<file path="src/rtl/uart_tx_fifo.sv">
`default_nettype none
// ============================================================================
// Module   : uart_tx_fifo
// Brief    : 8N1 UART transmitter fed by a small byte FIFO from the MMIO path.
// Revision : 1.0 - initial release
// ============================================================================
module uart_tx_fifo #(
    parameter int CLKS_PER_BIT = 16,
    parameter int FIFO_DEPTH   = 8,
    parameter int LVL_W        = 4
) (
    input  logic             cpuclk,
    input  logic             rst,
    input  logic             wr_en,
    input  logic [7:0]       wr_data,
    output logic             fifo_full,
    output logic             fifo_empty,
    output logic [LVL_W-1:0] fifo_level,
    output logic             tx_busy,
    output logic             tx
);

    localparam int PTR_W  = $clog2(FIFO_DEPTH);
    localparam int BAUD_W = $clog2(CLKS_PER_BIT);

    localparam logic [BAUD_W-1:0] c_baud_last = BAUD_W'(CLKS_PER_BIT - 1);
    localparam logic [LVL_W-1:0]  c_lvl_full  = LVL_W'(FIFO_DEPTH);

    typedef enum logic [1:0] {
        S_IDLE  = 2'd0,
        S_START = 2'd1,
        S_DATA  = 2'd2,
        S_STOP  = 2'd3
    } state_t;

    state_t              r_state;
    state_t              w_state_nxt;
    logic [BAUD_W-1:0]   r_baud;
    logic [BAUD_W-1:0]   w_baud_nxt;
    logic [2:0]          r_bit;
    logic [2:0]          w_bit_nxt;
    logic [7:0]          r_shift;
    logic [7:0]          w_shift_nxt;
    logic                r_tx;
    logic                w_tx_nxt;

    logic [7:0]          r_mem [FIFO_DEPTH];
    logic [PTR_W-1:0]    r_wr_ptr;
    logic [PTR_W-1:0]    r_rd_ptr;
    logic [LVL_W-1:0]    r_level;
    logic [LVL_W-1:0]    w_level_nxt;
    logic                r_full;
    logic                r_empty;

    logic                w_pop;
    logic                w_push;
    logic                w_baud_done;

    assign w_baud_done = (r_baud == c_baud_last);
    // A pop frees a slot in the same cycle, so a write into a full FIFO is still taken.
    assign w_push      = wr_en && (!r_full || w_pop);

    always_comb begin
        w_state_nxt = r_state;
        w_baud_nxt  = r_baud;
        w_bit_nxt   = r_bit;
        w_shift_nxt = r_shift;
        w_tx_nxt    = r_tx;
        w_pop       = 1'b0;
        case (r_state)
            S_IDLE: begin
                w_tx_nxt = 1'b1;
                if (!r_empty) begin
                    w_pop       = 1'b1;
                    w_shift_nxt = r_mem[r_rd_ptr];
                    w_baud_nxt  = '0;
                    w_state_nxt = S_START;
                    w_tx_nxt    = 1'b0;
                end
            end
            S_START: begin
                if (w_baud_done) begin
                    w_baud_nxt  = '0;
                    w_bit_nxt   = 3'd0;
                    w_state_nxt = S_DATA;
                    w_tx_nxt    = r_shift[0];
                end else begin
                    w_baud_nxt = r_baud + 1'b1;
                end
            end
            S_DATA: begin
                if (w_baud_done) begin
                    w_baud_nxt = '0;
                    if (r_bit == 3'd7) begin
                        w_state_nxt = S_STOP;
                        w_tx_nxt    = 1'b1;
                    end else begin
                        w_shift_nxt = {1'b0, r_shift[7:1]};
                        w_bit_nxt   = r_bit + 3'd1;
                        w_tx_nxt    = r_shift[1];
                    end
                end else begin
                    w_baud_nxt = r_baud + 1'b1;
                end
            end
            S_STOP: begin
                if (w_baud_done) begin
                    w_baud_nxt = '0;
                    // Chain straight into the next start bit when more data is waiting.
                    if (!r_empty) begin
                        w_pop       = 1'b1;
                        w_shift_nxt = r_mem[r_rd_ptr];
                        w_state_nxt = S_START;
                        w_tx_nxt    = 1'b0;
                    end else begin
                        w_state_nxt = S_IDLE;
                        w_tx_nxt    = 1'b1;
                    end
                end else begin
                    w_baud_nxt = r_baud + 1'b1;
                end
            end
            default: begin
                w_state_nxt = S_IDLE;
                w_tx_nxt    = 1'b1;
            end
        endcase
    end

    always_comb begin
        w_level_nxt = r_level;
        case ({w_push, w_pop})
            2'b10:   w_level_nxt = r_level + 1'b1;
            2'b01:   w_level_nxt = r_level - 1'b1;
            default: w_level_nxt = r_level;
        endcase
    end

    always_ff @(posedge cpuclk) begin
        if (rst) begin
            r_state  <= S_IDLE;
            r_baud   <= '0;
            r_bit    <= 3'd0;
            r_shift  <= 8'h00;
            r_tx     <= 1'b1;
            r_wr_ptr <= '0;
            r_rd_ptr <= '0;
            r_level  <= '0;
            r_full   <= 1'b0;
            r_empty  <= 1'b1;
        end else begin
            r_state <= w_state_nxt;
            r_baud  <= w_baud_nxt;
            r_bit   <= w_bit_nxt;
            r_shift <= w_shift_nxt;
            r_tx    <= w_tx_nxt;
            if (w_push) begin
                r_wr_ptr <= r_wr_ptr + 1'b1;
            end
            if (w_pop) begin
                r_rd_ptr <= r_rd_ptr + 1'b1;
            end
            r_level <= w_level_nxt;
            r_full  <= (w_level_nxt == c_lvl_full);
            r_empty <= (w_level_nxt == '0);
        end
    end

    always_ff @(posedge cpuclk) begin
        if (!rst && w_push) begin
            r_mem[r_wr_ptr] <= wr_data;
        end
    end

    assign fifo_full  = r_full;
    assign fifo_empty = r_empty;
    assign fifo_level = r_level;
    assign tx_busy    = (r_state != S_IDLE);
    assign tx         = r_tx;

endmodule
`default_nettype wire

</file>
<file path="config.mk">
export PLATFORM = sky130hd
export DESIGN_NAME = uart_tx_fifo
export DESIGN_NICKNAME = d
export VERILOG_FILES = /design/src/rtl/uart_tx_fifo.sv
export SDC_FILE = /design/constraint.sdc
export NUM_CORES = 1
export LEC_CHECK = 0
export CAP_MARGIN = 30
export CORE_AREA = 2 2 122 124
export CTS_BUF_LIST = sky130_fd_sc_hd__clkbuf_16
export DETAILED_ROUTE_END_ITERATION = 12
export DIE_AREA = 0 0 124 126
export RECOVER_POWER = 100
export SYNTH_ARGS = -nofsm -noshare
export SYNTH_HDL_FRONTEND = slang
export SYNTH_SLANG_ARGS = --single-unit
export TNS_END_PERCENT = 5
</file>
<file path="constraint.sdc">
create_clock -name cpuclk -period 4.1 [get_ports cpuclk]
set_clock_uncertainty 0.2 [all_clocks]
set_input_delay 0.41 -clock cpuclk [delete_from_list [all_inputs] [get_ports cpuclk]]
set_output_delay 0.41 -clock cpuclk [all_outputs]
set_load 0.02 [all_outputs]
</file>
M2 wires:
Scale bar: 20 um.
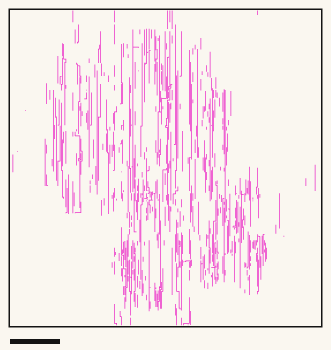
wire length on this layer = 3,960 um
nets with wire on the layer = 292
main direction = vertical
longest straight run = 64.6 um

The metal 3 layer:
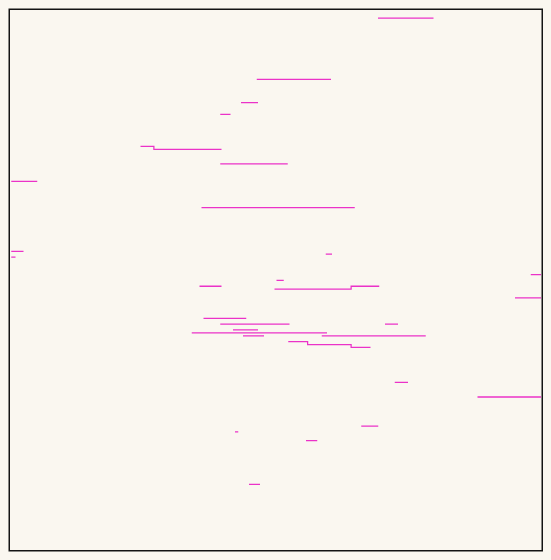
share of all routed wire = 3.7%
nets with wire on the layer = 21
main direction = horizontal
met3 Usage GRT: 2.627%
overall routed net length: 7946 um
DR vias: 2,442

==> results.toml <==
# synthesis and place-and-route metrics
[timing]
period_needed_ns = 3.407
timing.fmax_mhz = 293.5
hold-worst-slack_ns = 0.2736
finalCritPeriodShare_pct = 83.10
finalMaxSlewViolations = 0
slew_headroom_pct = 39.62
tns_ns = 0
worstMarginPinSlew_ns = 0.9023
setup_viol = 0
hold_violations = 0
rsz0062_at_grt = "no"

[critical_path]
start_kind = "flop"
cp_data_arrival_time_ns = 3.47
reg2reg_depth = 11
crit_fanout = 10
crit_type = "flop to flop"
cpLargestDelayFamily = "AND-OR/OR-AND gates"
cp_slowest_cell = "dfxtp_1"
crit_path_max_incr_delay_ns = 0.42
critPathRequiredTime_ns = 4.17
reg2reg_to = "fifo_empty$_SDFF_PP1_"
crit_chain = "inv_1 > ha_1 > o21ai_0 > o311ai_4 > ha_1 > xor2_1 > ha_1 > a21oi_1 > mux2i_1 > mux2_2 > a211oi_1"
rrSetupSlack_ns = 0.69
r2r-start = "r_state[0]$_SDFFE_PP0P_"
cp-startpoint = "r_state[0]$_SDFFE_PP0P_"
crit_top_cell = "ha_1"
crit_path_end_kind = "flop"

[synth]
topCombFamilyByArea = "multiplexers"
muxShareOfSynthArea_pct = 12.49
yosysTopAreaCellShare_pct = 45.66
yosysWarnings = 0
ys_sh_xor_pct = 1.249
synthesis.instances = 290
synthAdderAreaFrac_pct = 4.162
synth.avg_cell_area_um2 = 14.51
ys_sh_simple_pct = 8.829
common_cells = "edfxtp_1 (64), dfxtp_1 (33), nor2_1 (33)"
ys_cells = 290
netlist_area_um2 = 4209
synth.area.top_cells = "edfxtp_1 (46%), dfxtp_1 (16%), mux4_2 (5.4%)"
fp_nets = 315
ys_sh_aoi_pct = 9.156
flop_cell = "edfxtp_1"
postSynthSeqShare_pct = 61.36
post-synth-top-count-cell = "edfxtp_1"
ys_area_um2 = 4209
async_flop_share_pct = 0
synth_flops = 97
yosysTopAreaCell = "edfxtp_1"

[clocking]
tritoncts = "done"
clk_path_buf_depth = 2
cts_resized = 0
cts_buffers = 9
worstSkewPairLatency_ns = 0.34
cts.clk_slew.worst_paths_ns = 0.07
cts_hold_buf = 0
htreeDepth = 3
cts-root-buf = "clkbuf_16"
post_cts_buffers = 0
cts.sinks = 97

[layout]
stdcell_area_um2 = 4850
nClkBuffers = 9
most-common-layout-cells = "edfxtp_1 (64), nor2_1 (33), dfxtp_1 (33), dlygate4sd3_1 (16), ha_1 (14)"
seq_share_pct = 53.25
drive_above_1_share_pct = 10.94
ff_latch_area_um2 = 2582
reg.largest.list = "r_mem (64), r_shift (8)"
antennaDiodeCount = 0
largest_cell_class = "registers"
buffer_area_share_pct = 4.489
comb_area_um2 = 1510
clkCellAreaFrac_pct = 5.753
comb_share_pct = 31.14
n_all_buffers = 27
finalNonFillerCells = 504
postLayoutCoreUtil_pct = 33.88
fillers = 1391
syn_to_final_growth_pct = 15.22
comb_cells = 172
regMostFlops = "r_mem"
largest_reg_flops = 64
fin_nets = 340

[detailed_routing]
ant_nets = 0
drtIter0Drc = 186
routed_via_density = 4.845
firstDrtPassIters = 4

[global_routing]
grt_overflow_total = 0
grt_pass1_wl_um = 12780
grt_max_degree = 30
antenna_found_initial = 0
grt_pass1_vias = 2435
grt_usage_pct = 11.00

[placement]
place_ws_ns = 0.8106
hpwlAfterDp_um = 5242
gp_congestion = 0.7522
place_inst = 488
port_buffers = 18

[run_status]
status = "finished, final reports clean"

[pwr]
total_power_mw = 2.804
p_leak_nw = 1.619
power_density_nw_per_um2 = 578.2

[min_path]
hold_end = "r_shift[7]$_SDFFE_PP0P_"
hold_class = "flop to flop"
min_from = "r_shift[7]$_SDFFE_PP0P_"

[job]
openroad.warnings = 32
maxCapViolations = 0

[die]
coreArea_um2 = 14310
die_h_um = 126
chipWidth_um = 124
num_rows = 44
taps = 184
die_area_um2 = 15620
Wiring by layer:
Scale bar: 20 um. Only two layers are drawn.
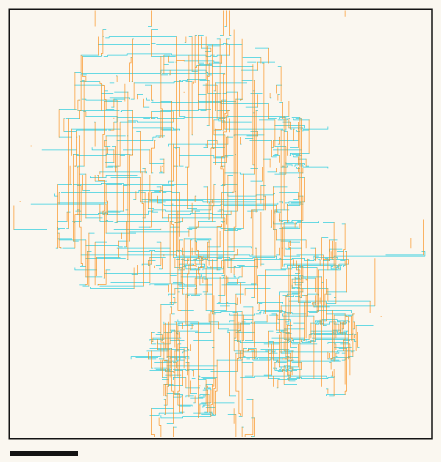
cyan -> M1  # wire length 3,530 um
orange -> M2  # wire length 3,960 um

Floorplan with the power grid:
Scale bar: 20 um. Pins as bars on the die edge.
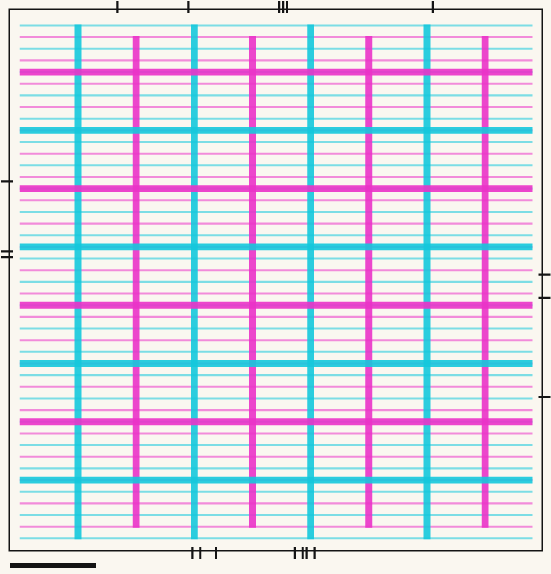
cyan -> VSS
magenta -> VDD
met5 straps = 8
met1 rails = 45
met4 straps = 8
rows = 44
signal pins = 19

## how the worst max path moves through the flow
stage,to,cells after the start
2_1_floorplan,fifo_empty$_SDFF_PP1_,11
3_3_place_gp,fifo_empty$_SDFF_PP1_,11
3_5_place_dp,fifo_empty$_SDFF_PP1_,11
4_1_cts,fifo_empty$_SDFF_PP1_,11
5_1_grt,fifo_empty$_SDFF_PP1_,11
6_report,fifo_empty$_SDFF_PP1_,11
## power by group
group          internal [mW]  switching, mW
clock network          0.418          0.376
logic                  0.345          0.399
registers               1.15          0.118
## per-layer routing
| metal | part of all wire (%) | wire, um | track usage, % |
|---|---|---|---|
| met5 | 0 | 0 | 0 |
| met4 | 2.0 | 161 | 4.759 |
| met3 | 3.7 | 294 | 2.627 |
| met2 | 50 | 3961 | 17.84 |
| met1 | 44 | 3530 | 13.95 |
No activity file was given, so power comes from the tool's default toggle rates.
